### config.mk
export PLATFORM = sky130hd
export DESIGN_NAME = i3c_ahb_manager
export DESIGN_NICKNAME = d
export VERILOG_FILES = /design/src/rtl/i3c_ahb_pkg.sv /design/src/rtl/ahb_strb_gen.sv /design/src/rtl/i3c_ahb_manager.sv
export SDC_FILE = /design/constraint.sdc
export NUM_CORES = 1
export LEC_CHECK = 0
export CORE_MARGIN = 5
export CORE_UTILIZATION = 40
export CTS_BUF_LIST = sky130_fd_sc_hd__clkbuf_8
export CTS_CLUSTER_DIAMETER = 80
export CTS_CLUSTER_SIZE = 40
export DETAILED_ROUTE_END_ITERATION = 7
export GPL_ROUTABILITY_DRIVEN = 0
export GPL_TIMING_DRIVEN = 0
export HOLD_SLACK_MARGIN = 0.15
export PLACE_DENSITY_LB_ADDON = 0.15
export SYNTH_ARGS = -nofsm -noshare
export SYNTH_HDL_FRONTEND = slang
export SYNTH_SLANG_ARGS = --single-unit
### constraint.sdc
create_clock -name clk_i -period 3.1 [get_ports clk_i]
set_clock_uncertainty 0.15 [all_clocks]
set_input_delay 0.31 -clock clk_i [delete_from_list [all_inputs] [get_ports clk_i]]
set_output_delay 0.31 -clock clk_i [all_outputs]
set_load 0.03 [all_outputs]
### src/rtl/i3c_ahb_pkg.sv
// Shared AHB-Lite constants and the manager FSM state type for the I3C core's bus initiators.
package i3c_ahb_pkg;

  localparam logic [1:0] HTRANS_IDLE   = 2'b00;
  localparam logic [1:0] HTRANS_NONSEQ = 2'b10;
  localparam logic [2:0] HBURST_SINGLE = 3'b000;
  localparam logic [3:0] HPROT_DEFAULT = 4'b0011;

  localparam logic [2:0] HSIZE_BYTE  = 3'b000;
  localparam logic [2:0] HSIZE_HALF  = 3'b001;
  localparam logic [2:0] HSIZE_WORD  = 3'b010;
  localparam logic [2:0] HSIZE_DWORD = 3'b011;

  typedef enum logic [1:0] {
    ST_IDLE,
    ST_ADDR,
    ST_DATA,
    ST_ERR
  } ahb_mgr_state_e;

endpackage

### src/rtl/ahb_strb_gen.sv
// Byte-strobe generator: strobes for a (size, low address) pair plus a legal/aligned flag.
module ahb_strb_gen #(
  parameter  int unsigned DATA_WIDTH = 64,
  localparam int unsigned NB         = DATA_WIDTH / 8,
  localparam int unsigned LW         = $clog2(NB)
) (
  input  logic [2:0]    size,
  input  logic [LW-1:0] addr_lo,
  output logic [NB-1:0] strb,
  output logic          ok
);

  logic [31:0] nbytes;

  // Strobes are built per lane so a full-bus size never overflows an NB-bit shift.
  always_comb begin
    nbytes = 32'd1 << size;
    ok     = (32'(size) <= LW) && ((32'(addr_lo) & (nbytes - 32'd1)) == 32'd0);
    strb   = '0;
    for (int unsigned i = 0; i < NB; i++) begin
      strb[i] = ok && (i >= 32'(addr_lo)) && (i < 32'(addr_lo) + nbytes);
    end
  end

endmodule

### src/rtl/i3c_ahb_manager.sv
// AHB-Lite single-transfer manager for internal I3C agents; one transfer outstanding.
// Optional wait-state timeout is enabled with macro I3C_AHB_MANAGER_TIMEOUT_EN.
module i3c_ahb_manager
  import i3c_ahb_pkg::*;
#(
  parameter int unsigned AHB_DATA_WIDTH  = 64,
  parameter int unsigned AHB_ADDR_WIDTH  = 32,
  parameter int unsigned AHB_BURST_WIDTH = 3,
  parameter int unsigned TIMEOUT_CYCLES  = 256
) (
  input  logic                        clk_i,
  input  logic                        rst_i,
  input  logic                        req_valid_i,
  output logic                        req_ready_o,
  input  logic                        req_write_i,
  input  logic [AHB_ADDR_WIDTH-1:0]   req_addr_i,
  input  logic [2:0]                  req_size_i,
  input  logic [AHB_DATA_WIDTH-1:0]   req_wdata_i,
  output logic                        rsp_valid_o,
  output logic [AHB_DATA_WIDTH-1:0]   rsp_rdata_o,
  output logic                        rsp_err_o,
  output logic                        rsp_timeout_o,
  output logic [AHB_ADDR_WIDTH-1:0]   haddr_o,
  output logic [AHB_BURST_WIDTH-1:0]  hburst_o,
  output logic [3:0]                  hprot_o,
  output logic [2:0]                  hsize_o,
  output logic [1:0]                  htrans_o,
  output logic                        hwrite_o,
  output logic [AHB_DATA_WIDTH-1:0]   hwdata_o,
  output logic [AHB_DATA_WIDTH/8-1:0] hwstrb_o,
  input  logic [AHB_DATA_WIDTH-1:0]   hrdata_i,
  input  logic                        hready_i,
  input  logic                        hresp_i
);

  localparam int unsigned NB = AHB_DATA_WIDTH / 8;
  localparam int unsigned LW = $clog2(NB);

  ahb_mgr_state_e state_q, state_d;
  logic           accept;
  logic [NB-1:0]  req_strb;
  logic           req_ok;
  logic           done, done_err, capture;

  ahb_strb_gen #(.DATA_WIDTH(AHB_DATA_WIDTH)) u_strb_gen (
    .size    (req_size_i),
    .addr_lo (req_addr_i[LW-1:0]),
    .strb    (req_strb),
    .ok      (req_ok)
  );

  assign req_ready_o = (state_q == ST_IDLE);
  assign accept      = req_valid_i && req_ready_o;
  assign htrans_o    = (state_q == ST_ADDR) ? HTRANS_NONSEQ : HTRANS_IDLE;
  assign hburst_o    = AHB_BURST_WIDTH'(HBURST_SINGLE);
  assign hprot_o     = HPROT_DEFAULT;

`ifdef I3C_AHB_MANAGER_TIMEOUT_EN
  localparam int unsigned CW = $clog2(TIMEOUT_CYCLES + 1);
  localparam logic [CW-1:0] TO_LAST = CW'(TIMEOUT_CYCLES - 1);
  logic [CW-1:0] to_cnt;
  logic          done_to, rsp_timeout_q;
  assign rsp_timeout_o = rsp_timeout_q;
`else
  assign rsp_timeout_o = 1'b0;
`endif

  always_comb begin
    state_d  = state_q;
    done     = 1'b0;
    done_err = 1'b0;
    capture  = 1'b0;
    unique case (state_q)
      ST_IDLE: begin
        if (accept) begin
          if (req_ok) begin
            state_d = ST_ADDR;
          end else begin
            done     = 1'b1;
            done_err = 1'b1;
          end
        end
      end
      ST_ADDR: if (hready_i) state_d = ST_DATA;
      ST_DATA: begin
        if (hready_i) begin
          state_d  = ST_IDLE;
          done     = 1'b1;
          done_err = hresp_i;
          capture  = !hresp_i && !hwrite_o;
        end else if (hresp_i) begin
          state_d = ST_ERR;
        end
      end
      ST_ERR: begin
        if (hready_i) begin
          state_d  = ST_IDLE;
          done     = 1'b1;
          done_err = 1'b1;
        end
      end
      default: state_d = ST_IDLE;
    endcase
`ifdef I3C_AHB_MANAGER_TIMEOUT_EN
    done_to = 1'b0;
    // The stall that would make the count reach TIMEOUT_CYCLES ends the transfer.
    if (state_q != ST_IDLE && !hready_i && to_cnt == TO_LAST) begin
      state_d  = ST_IDLE;
      done     = 1'b1;
      done_err = 1'b1;
      done_to  = 1'b1;
      capture  = 1'b0;
    end
`endif
  end

  always_ff @(posedge clk_i) begin
    if (rst_i) begin
      state_q     <= ST_IDLE;
      haddr_o     <= '0;
      hsize_o     <= '0;
      hwrite_o    <= 1'b0;
      hwdata_o    <= '0;
      hwstrb_o    <= '0;
      rsp_valid_o <= 1'b0;
      rsp_err_o   <= 1'b0;
      rsp_rdata_o <= '0;
    end else begin
      state_q     <= state_d;
      rsp_valid_o <= done;
      rsp_err_o   <= done_err;
      if (capture) rsp_rdata_o <= hrdata_i;
      if (accept) begin
        haddr_o  <= req_addr_i;
        hsize_o  <= req_size_i;
        hwrite_o <= req_write_i;
        hwdata_o <= req_wdata_i;
        hwstrb_o <= req_write_i ? req_strb : '0;
      end
    end
  end

`ifdef I3C_AHB_MANAGER_TIMEOUT_EN
  always_ff @(posedge clk_i) begin
    if (rst_i) begin
      to_cnt        <= '0;
      rsp_timeout_q <= 1'b0;
    end else begin
      rsp_timeout_q <= done_to;
      if (accept && req_ok) to_cnt <= '0;
      else if (state_q != ST_IDLE) to_cnt <= hready_i ? '0 : to_cnt + CW'(1);
    end
  end
`endif

endmodule

==> GITHUB_STEP_SUMMARY <==
### Flow metrics

| Metric | Value |
|---|---|
| Nonclk inv count | 5 |
| Tcrit/Tclk final | 0.824 |
| Syn_area_per_cell | 7.95 µm² |
| Area after DPL | 0.0102 mm² |
| Critical-path maximum fanout | 7 |
| Async SR Flop Fraction | 0 |
| Largest cell class | non-clock buffers |
| Clk power | 1550 µW |
| Diode count | 0 |
| PostCTS Resize Cnt | 0 |
| Share of cells above drive strength 1 | 0.0625 |
| Synthesis-to-finish area growth | 63.1% |
| R2r endpoint | haddr_o[29]$_SDFFE_PP0P_ |
| Tot GR Track Use | 0.231 |
| Layout fillers | 1376 |
| Rel. slew slack | 0.424 |
| Hold Fails Final Rpt | 0 |
| Post-CTS setup buffers | 0 |
| Layout Nets | 1363 |
| CP arrival | 2.75 ns |
| Top cells by area | dfxtp_1, nand2_1, a21oi_1 |
| Met3 Use GR | 0.0888 |
| Largest regs | hwdata_o x64, rsp_rdata_o x64, haddr_o x32 |
| WHS | 0.244 ns |
| Clk root buf | clkbuf_8 |
| Final ANT Viol Nets | 0 |
| R2R Setup Slk | 1.02 ns |
| Final Total Pwr | 4800 µW |
| Biggest consumer | sequential cells |
| Synth area leader | dfxtp_1 |
| Clock share of power | 0.322 |
| Reg-to-Reg Start | state_q[0]$_SDFFE_PP0P_ |
| Clock Latency Late Sink | 0.45 ns |
| Commonest cells post-synth | nand2_1, dfxtp_1, a21oi_1 |
| Sw Ratio | 0.272 |
| ClkCell Share | 0.0361 |
| Synthesis area per yosys | 0.00651 mm² |
| Sequential power | 2380 µW |
| Sequential cells | 176 |
| Worst reg-to-reg path cell count | 6 |
| Setup TNS | 0 ns |
| DR iter-0 viols | 297 |
| Count of library flops with an enable pin | 0 |
| Largest net degree at the start of global routing | 17 |
| Buf+Inv Stages, Crit Path | 1 |
| Tool warnings | 27 |
| Post-Syn Instances | 819 |
| Tap cells | 216 |
| DP Worst Slack | 0.129 ns |
| Pwr/cell area | 451 mW/mm² |
| Sink Count | 176 |
| Comb power frac | 0.181 |
| Final Core Density | 0.667 |
| Drt pass-1 iters | 7 |
| Synth Area in Adders | 0.0127 |
| Hold Crit Endpoint | rsp_rdata_o[2]$_SDFFE_PP0P_ |
| Critical Path End | hwstrb_o[6]$_SDFFE_PP0P_ |
| Ys Warns | 0 |
| CP Depth | 7 |
| H-tree depth | 4 |
| Hold Path Stages | 3 |
| Post-CTS Hold Buffers | 0 |
| Most common logic cells in the final layout | clkdlybuf4s50_1, nand2_1, dfxtp_1 |
| Crit-path cells | clkdlybuf4s50_1, or3b_2, fa_1, xor2_1, o221a_2, o21ai_0, a32o_1 |
| Status | finished, final reports clean |
| First-pass GRT wire length | 33.7 mm |
| Crit path max-delay family | buffers and inverters |
| Area fraction in mux cells | 0.00154 |
| CP startpoint | req_size_i[0] |
| DR WL met2 | 11.4 mm |
| Flops after synth | 176 |
| Seq share, synth | 0.541 |
| GRT overflow | 0 |
| Fp_density | 0.409 |
| Chip Area | 0.0189 mm² |
| Class of the worst hold path | input pin to flop |
| RSZ-0062 raised after global routing | false |
| Final setup vio count | 0 |
| Via density | 4.75 |
| Crit path launch type | input pin |
| DPL Wire Length | 17.9 mm |
| Cell row count | 46 |
| Comb area leader | simple AND/OR/NAND/NOR gates |
| CTS tree | built |
| Plain + repair buffers | 409 |
| Reg area | 0.00352 mm² |
| Yosys xor share | 0.00269 |
| Final design area excluding fillers | 0.0106 mm² |
| Drt drc | 0 |
| Combinational gates | 579 |
| Yosys simple share | 0.226 |
| Combinational gate power | 868 µW |
| FMAX | 391 MHz |
Figure 1. Supply network.
Pins as bars on the die edge.
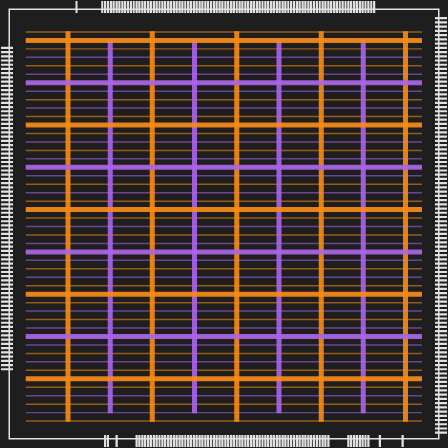
net	colour
VDD	purple
VSS	orange
rows	46
signal pins	354
met5 straps	9
Die Wd: 138 µm
placeable core area: 0.0159 mm²
VDD IR max: 263 µV

Figure 2. Selected gate families.
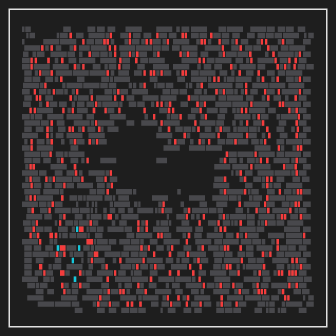
family	colour	cells	most used	where
inverters	cyan	5	inv_1	south-west
NAND gates	red	346	nand2_1	spread over the die
Top cell excl fill/tap: clkdlybuf4s50_1
final non-filler cell total: 1416
logic share of the area: 0.248

Figure 3. Metal 1.
Supply wires on this layer in grey.
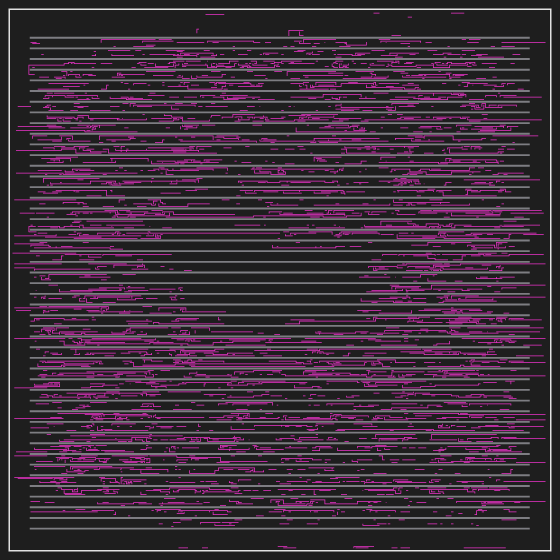
longest straight run	33.1 µm
main direction	horizontal
nets with wire on the layer	1224
detailed-route wire length: 22.9 mm
DR vias: 6733
grt met1 use: 0.253

Power is estimated from default activity; no workload was simulated.
